Routed clock nets over the placement:
Drawn at 4 px/um.
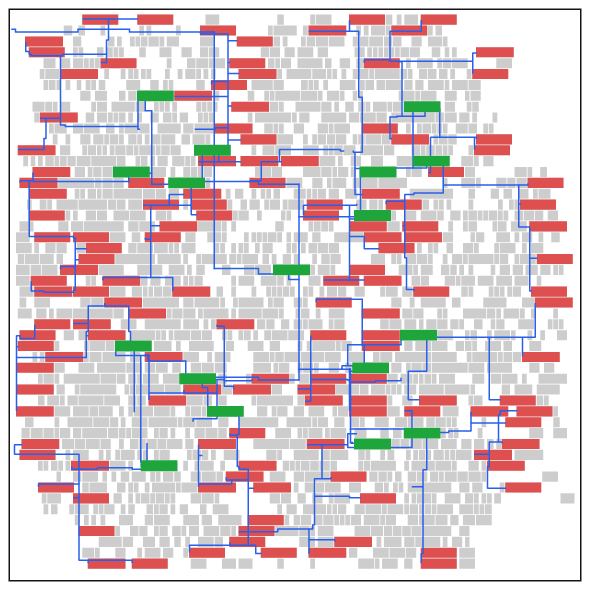
Floorplan with the power grid:
Drawn at 3 px/um. Pins as bars on the die edge.
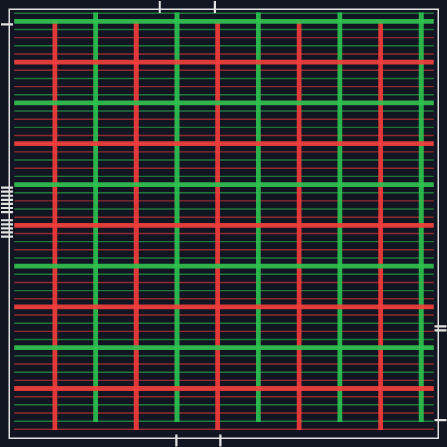
Routing congestion map:
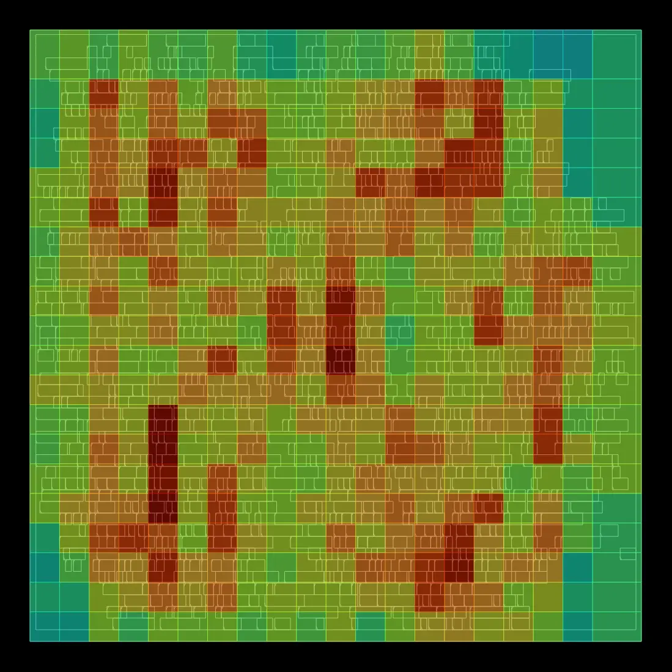
### src/rtl/sips4_input_conditioner.sv
// SIPS4 input front end: per-lane synchroniser and debouncer for the slide switches and
// push buttons, plus registered press pulses and software-clearable sticky press flags.
module sips4_input_conditioner #(
  parameter int unsigned DEBOUNCE_CYCLES   = 500000,
  parameter int unsigned CNT_W             = 19,
  parameter int unsigned SYNC_STAGES       = 2,
  parameter bit          BUTTON_ACTIVE_LOW = 1'b1
) (
  input  logic       clk,
  input  logic       rst_n,
  input  logic [3:0] slide_raw,
  input  logic [1:0] button_raw,
  input  logic [1:0] press_ack,
  output logic [3:0] slide_q,
  output logic [1:0] button_q,
  output logic [1:0] press_pulse,
  output logic [1:0] press_flag
);

  localparam int unsigned NumLanes = 6;

  // Raw pin level that means "inactive"; also the polarity flip applied after syncing.
  localparam logic [NumLanes-1:0] InactiveRaw = {{2{BUTTON_ACTIVE_LOW}}, 4'b0000};
  localparam logic [CNT_W-1:0]    CntLast     = CNT_W'(DEBOUNCE_CYCLES - 1);
  localparam logic [CNT_W-1:0]    CntOne      = CNT_W'(1);

  logic [NumLanes-1:0] raw;
  logic [NumLanes-1:0] synced;

  logic [NumLanes-1:0] sync_d [SYNC_STAGES];
  logic [NumLanes-1:0] sync_q [SYNC_STAGES];

  logic [CNT_W-1:0]    cnt_d  [NumLanes];
  logic [CNT_W-1:0]    cnt_q  [NumLanes];
  logic [NumLanes-1:0] lvl_d, lvl_q;

  logic [1:0] btn_prev_d, btn_prev_q;
  logic [1:0] pulse_d, pulse_q;
  logic [1:0] flag_d, flag_q;

  assign raw = {button_raw, slide_raw};

  // Synchroniser chain
  always_comb begin
    sync_d[0] = raw;
    for (int unsigned s = 1; s < SYNC_STAGES; s++) begin
      sync_d[s] = sync_q[s-1];
    end
  end

  always_ff @(posedge clk or negedge rst_n) begin
    if (!rst_n) begin
      for (int unsigned s = 0; s < SYNC_STAGES; s++) begin
        sync_q[s] <= InactiveRaw;
      end
    end else begin
      for (int unsigned s = 0; s < SYNC_STAGES; s++) begin
        sync_q[s] <= sync_d[s];
      end
    end
  end

  assign synced = sync_q[SYNC_STAGES-1] ^ InactiveRaw;

  // Debounce: a zero count means the lane is stable, non-zero means a change is pending.
  always_comb begin
    lvl_d = lvl_q;
    for (int unsigned i = 0; i < NumLanes; i++) begin
      cnt_d[i] = cnt_q[i];
      if (cnt_q[i] == '0) begin
        if (synced[i] != lvl_q[i]) begin
          cnt_d[i] = CntOne;
        end
      end else if (synced[i] == lvl_q[i]) begin
        cnt_d[i] = '0;
      end else if (cnt_q[i] == CntLast) begin
        lvl_d[i] = synced[i];
        cnt_d[i] = '0;
      end else begin
        cnt_d[i] = cnt_q[i] + CntOne;
      end
    end
  end

  always_ff @(posedge clk or negedge rst_n) begin
    if (!rst_n) begin
      lvl_q <= '0;
      for (int unsigned i = 0; i < NumLanes; i++) begin
        cnt_q[i] <= '0;
      end
    end else begin
      lvl_q <= lvl_d;
      for (int unsigned i = 0; i < NumLanes; i++) begin
        cnt_q[i] <= cnt_d[i];
      end
    end
  end

  // Press events follow the debounced level by one cycle; set beats ack on the flag.
  always_comb begin
    btn_prev_d = lvl_q[5:4];
    pulse_d    = lvl_q[5:4] & ~btn_prev_q;
    flag_d     = pulse_q | (flag_q & ~press_ack);
  end

  always_ff @(posedge clk or negedge rst_n) begin
    if (!rst_n) begin
      btn_prev_q <= '0;
      pulse_q    <= '0;
      flag_q     <= '0;
    end else begin
      btn_prev_q <= btn_prev_d;
      pulse_q    <= pulse_d;
      flag_q     <= flag_d;
    end
  end

  assign slide_q     = lvl_q[3:0];
  assign button_q    = lvl_q[5:4];
  assign press_pulse = pulse_q;
  assign press_flag  = flag_q;

endmodule

### config.mk
export PLATFORM = sky130hd
export DESIGN_NAME = sips4_input_conditioner
export DESIGN_NICKNAME = d
export VERILOG_FILES = /design/src/rtl/sips4_input_conditioner.sv
export SDC_FILE = /design/constraint.sdc
export NUM_CORES = 1
export LEC_CHECK = 0
export ABC_AREA = 1
export CELL_PAD_IN_SITES_DETAIL_PLACEMENT = 0
export CELL_PAD_IN_SITES_GLOBAL_PLACEMENT = 1
export CORE_UTILIZATION = 42
export DETAILED_ROUTE_END_ITERATION = 8
export HOLD_SLACK_MARGIN = 0.02
export PLACE_DENSITY = 0.77
export SETUP_SLACK_MARGIN = 0.2
export SKIP_LAST_GASP = 1
export SLEW_MARGIN = 10
export SYNTH_ARGS = -nofsm -noshare
export SYNTH_HDL_FRONTEND = slang
export SYNTH_SLANG_ARGS = --single-unit
### constraint.sdc
create_clock -name clk -period 1.45 [get_ports clk]
set_clock_uncertainty 0.15 [all_clocks]
set_input_delay 0.145 -clock clk [delete_from_list [all_inputs] [get_ports clk]]
set_output_delay 0.145 -clock clk [all_outputs]
set_load 0.01 [all_outputs]
==> impl_metrics.tcl <==
# yosys + openroad results
set metrics [dict create \
    status "finished, violations left" \
    violations "setup timing" \
    ant_nets 0 \
    cp_num_buf_inv 1 \
    tool_warnings 35 \
    crit_end "cnt_q[39]" \
    fp.dieH_um 142.5 \
    drt-total-wl_um 23620 \
    nClkBuffers 19 \
    finalSetupViolations 67 \
    synthSimpleGateAreaFrac_pct 41.11 \
    comb_power_mw 3.34 \
    fin_cells 1714 \
    flops 138 \
    seqPwrFrac_pct 35.8 \
    crit_fanout 6 \
    area_leaders "dfrtp_1, nor2_1, nand2_1" \
    slowest_delay_ns 0.42 \
    drive_gt1_share_pct 49.14 \
    hold_viol 0 \
    timing.rr.start "cnt_q[39]" \
    power_density_nw_per_um2 923.6 \
    setup_ws_ns -0.1685 \
    dp_cells 1578 \
    seqCellArea_sq_um 3538 \
    via_count 8416 \
    p_leak_nw 5.759 \
    top_cell_area_share_pct 40.45 \
    synth_area_sq_um 8290 \
    clock-sinks 138 \
    cp.depth 7 \
    comb_share_pct 44.18 \
    topCombFamilyByArea "simple AND/OR/NAND/NOR gates" \
    logic_area_sq_um 5914 \
    clock_area_share_pct 4.617 \
    drt-met1-wl_um 10720 \
    fin_setup_tns_ns -3.381 \
    yosysTopAreaCell "dfrtp_1" \
    place_ws_ns -0.1694 \
    grt_pass1_wl_um 38030 \
    critPathSlowestCell "dfrtp_2" \
    io_pins 20 \
]
Back to the opening pictures, 'routed clock nets over the placement':
legend:
  red:
    item: flip-flops
    count: 138
  green:
    item: clock drivers
    count: 17
  blue:
    item: clock wires
    length: 2020 um
flops lie: all over the die

Back to the opening pictures, 'floorplan with the power grid':
legend:
  green:
    net: VDD
  red:
    net: VSS
met4 straps: 10
rows: 51

Back to the opening pictures, 'routing congestion map':
final core occ: 69.01%
WL per Instance: 13.78 um
met1 Use GR: 31.48%
GR Util met3: 4.139%

